[config.mk]
export PLATFORM = sky130hd
export DESIGN_NAME = instr_fetch_unit
export DESIGN_NICKNAME = d
export VERILOG_FILES = /design/src/rtl/instr_fetch_unit.sv
export SDC_FILE = /design/constraint.sdc
export NUM_CORES = 1
export LEC_CHECK = 0
export ABC_AREA = 1
export CORE_AREA = 3 3 101 103
export CTS_CLUSTER_DIAMETER = 120
export DETAILED_ROUTE_END_ITERATION = 6
export DIE_AREA = 0 0 104 106
export HOLD_SLACK_MARGIN = 0.06
export MAX_ROUTING_LAYER = met4
export PLACE_DENSITY_LB_ADDON = 0.1
export SYNTH_ARGS = -nofsm -noshare
export SYNTH_HDL_FRONTEND = slang
export SYNTH_SLANG_ARGS = --single-unit
[constraint.sdc]
create_clock -name clk -period 5.5 [get_ports clk]
set_clock_uncertainty 0.15 [all_clocks]
set_input_delay 1.1 -clock clk [delete_from_list [all_inputs] [get_ports clk]]
set_output_delay 1.1 -clock clk [all_outputs]
set_load 0.1 [all_outputs]
[src/rtl/instr_fetch_unit.sv]
// Instruction fetch unit: runs one req/ack read to instruction memory per accepted
// fetch_start and holds the result for decode. Optional REQ timeout: FETCH_TIMEOUT_EN.
module instr_fetch_unit #(
  parameter logic [31:0] RESET_INSTR    = 32'h0000_0000,
  parameter int unsigned TIMEOUT_CYCLES = 16
) (
  input  logic        clk,
  input  logic        reset,
  input  logic [31:0] pc_in,
  input  logic        fetch_start,
  output logic [31:0] imem_addr,
  output logic        imem_req,
  input  logic        imem_ack,
  input  logic [31:0] imem_rdata,
  output logic [31:0] instr_out,
  output logic        instr_valid,
  output logic [31:0] pc_plus4,
  output logic        fetch_busy,
  output logic        fetch_err
);

  localparam int unsigned XLEN = 32;

  typedef enum logic {
    IDLE = 1'b0,
    REQ  = 1'b1
  } stateT;

  stateT state;
  stateT stateNxt;

  logic [XLEN-1:0] imemAddrNxt;
  logic            imemReqNxt;
  logic [XLEN-1:0] instrOutNxt;
  logic            instrValidNxt;
  logic [XLEN-1:0] pcPlus4Nxt;
  logic            fetchBusyNxt;
  logic            fetchErrNxt;

  logic pcAligned;
  logic timeoutHit;

  assign pcAligned = (pc_in[1:0] == 2'b00);

  // The limit must allow at least one REQ cycle; reject bad configurations at elaboration.
  if (TIMEOUT_CYCLES < 1) begin : gBadTimeout
    $error("TIMEOUT_CYCLES must be >= 1");
  end

`ifdef FETCH_TIMEOUT_EN
  localparam int unsigned CNT_W = $clog2(TIMEOUT_CYCLES + 1);

  logic [CNT_W-1:0] toCnt;

  // Abort fires on the edge that would make the count reach the limit, unless ack wins.
  assign timeoutHit = (state == REQ) && !imem_ack &&
                      (toCnt == CNT_W'(TIMEOUT_CYCLES - 1));

  always_ff @(posedge clk or posedge reset) begin
    if (reset) begin
      toCnt <= '0;
    end else if (state == IDLE) begin
      toCnt <= '0;
    end else if (!imem_ack && !timeoutHit) begin
      toCnt <= toCnt + CNT_W'(1);
    end else begin
      toCnt <= '0;
    end
  end
`else
  assign timeoutHit = 1'b0;
`endif

  // State and registered outputs
  always_ff @(posedge clk or posedge reset) begin
    if (reset) begin
      state       <= IDLE;
      imem_addr   <= '0;
      imem_req    <= 1'b0;
      instr_out   <= RESET_INSTR;
      instr_valid <= 1'b0;
      pc_plus4    <= '0;
      fetch_busy  <= 1'b0;
      fetch_err   <= 1'b0;
    end else begin
      state       <= stateNxt;
      imem_addr   <= imemAddrNxt;
      imem_req    <= imemReqNxt;
      instr_out   <= instrOutNxt;
      instr_valid <= instrValidNxt;
      pc_plus4    <= pcPlus4Nxt;
      fetch_busy  <= fetchBusyNxt;
      fetch_err   <= fetchErrNxt;
    end
  end

  // Next-state logic
  always_comb begin
    stateNxt = state;
    case (state)
      IDLE: begin
        if (fetch_start && pcAligned) begin
          stateNxt = REQ;
        end
      end
      REQ: begin
        if (imem_ack || timeoutHit) begin
          stateNxt = IDLE;
        end
      end
      default: stateNxt = IDLE;
    endcase
  end

  // Output next values; fetch_start during REQ (including the ack cycle) is dropped.
  always_comb begin
    imemAddrNxt   = imem_addr;
    imemReqNxt    = imem_req;
    instrOutNxt   = instr_out;
    instrValidNxt = instr_valid;
    pcPlus4Nxt    = pc_plus4;
    fetchBusyNxt  = fetch_busy;
    fetchErrNxt   = 1'b0;
    case (state)
      IDLE: begin
        if (fetch_start) begin
          instrValidNxt = 1'b0;
          if (pcAligned) begin
            imemAddrNxt  = pc_in;
            imemReqNxt   = 1'b1;
            fetchBusyNxt = 1'b1;
          end else begin
            fetchErrNxt = 1'b1;
          end
        end
      end
      REQ: begin
        if (imem_ack) begin
          instrOutNxt   = imem_rdata;
          instrValidNxt = 1'b1;
          pcPlus4Nxt    = imem_addr + XLEN'(4);
          imemReqNxt    = 1'b0;
          fetchBusyNxt  = 1'b0;
        end else if (timeoutHit) begin
          imemReqNxt   = 1'b0;
          fetchBusyNxt = 1'b0;
          fetchErrNxt  = 1'b1;
        end
      end
      default: begin
        imemReqNxt   = 1'b0;
        fetchBusyNxt = 1'b0;
      end
    endcase
  end

endmodule

### Routed metal per tile

Scale bar: 20 um. 21 x 21 tiles, from black (low) to pale yellow (high), scaled to the fullest tile. Values are wire area over tile area, all layers added.
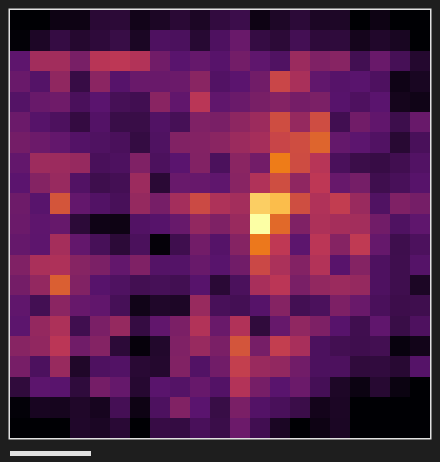
The densest ninth of the die: middle. The mean over all tiles is 0.18. The fullest tile reaches 0.70. The emptiest ninth of the die: bottom right. 5.4% of the tiles are nearly empty. 5.7% of the tiles are over half the peak.

### Metal 2

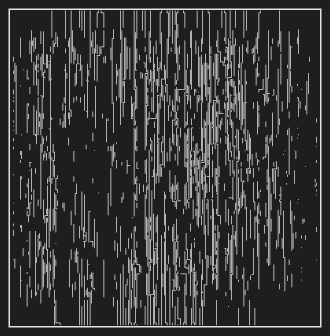
The layer holds 46% of the routed length. 642 nets have wire on it. The longest straight run is 50.7 um.
Via Count: 4200
met2 usage in global routing: 36.40%

### M1 wires

Scale bar: 20 um.
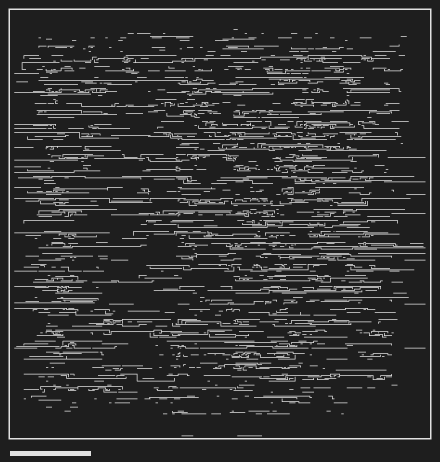
The layer holds 44% of the routed length. The wires run mostly horizontal. The layer carries 5400 um of wire.
Total Wirelength: 12.20 mm
GR Util met1: 29.53%

### Local utilization

Scale bar: 20 um. 10 x 11 tiles, from black (low) to pale yellow (high), 0 to 100% covered.
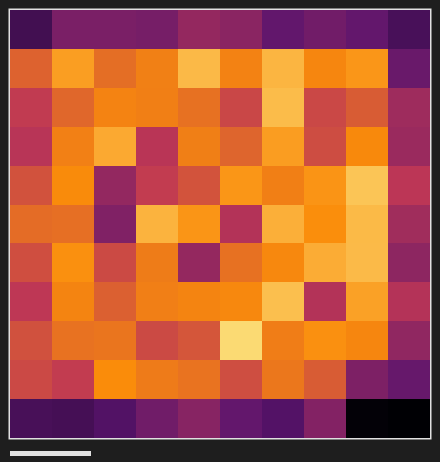
20% of the tiles are over 75% full. The emptiest ninth of the die: bottom right. The fullest tile reaches 92%. The mean over all tiles is 57%.

==> results_slide.txt <==
Run Summary

Final timing
  – Final Hold Violating Endpoints: 0
  – Total negative slack: 0 ps
  – Hold WS: 335.0 ps

Detailed routing
  – Iter 0 DRT Violations: 161
  – DRC Markers: 0
  – Post-DRT Antenna Nets: 0
  – Top Layer Used: met4

Logic synthesis
  – Top-area cell share: between 50 and 60%
  – Biggest area cells: dfrtp_1 56%, nand2_1 23%, o21ai_0 4.8%
  – Dominant comb cell: simple AND/OR/NAND/NOR gates
  – Top post-synthesis cells by count: 273 x nand2_1, 100 x dfrtp_1, 43 x o21ai_0
  – Gate Count Post-Synth: 570
  – Post-synthesis cell type count: 21

Layout
  – ClkCell Share: 3.321%
  – Fill cell count: 798

Worst setup path
  – Crit path kind: reg2out
  – Register-to-register setup slack: between 3000 and 4000 ps
  – Crit path to: imem_addr[23]
  – WP data required: 4250 ps

Floorplanning
  – Init Core Util: 48.33%

Pwr
  – Combinational power: about 2.1 mW
  – Combinational cell fraction of total power: 56.7%
  – Pwr dens: 564.9 mW/mm^2
  – Final Power: 3.661 mW

GRT
  – Vias in the first global route: 4301
  – First-pass GRT wire length: 20.38 mm

CTS
  – H-Tree Depth: 3
  – Clock sinks: 100

Run status
  – Outcome: finished, final reports clean

Min path
  – Hold_sp: pc_plus4[18]

Place
  – Port bufs: 167
Power is estimated from default activity; no workload was simulated.
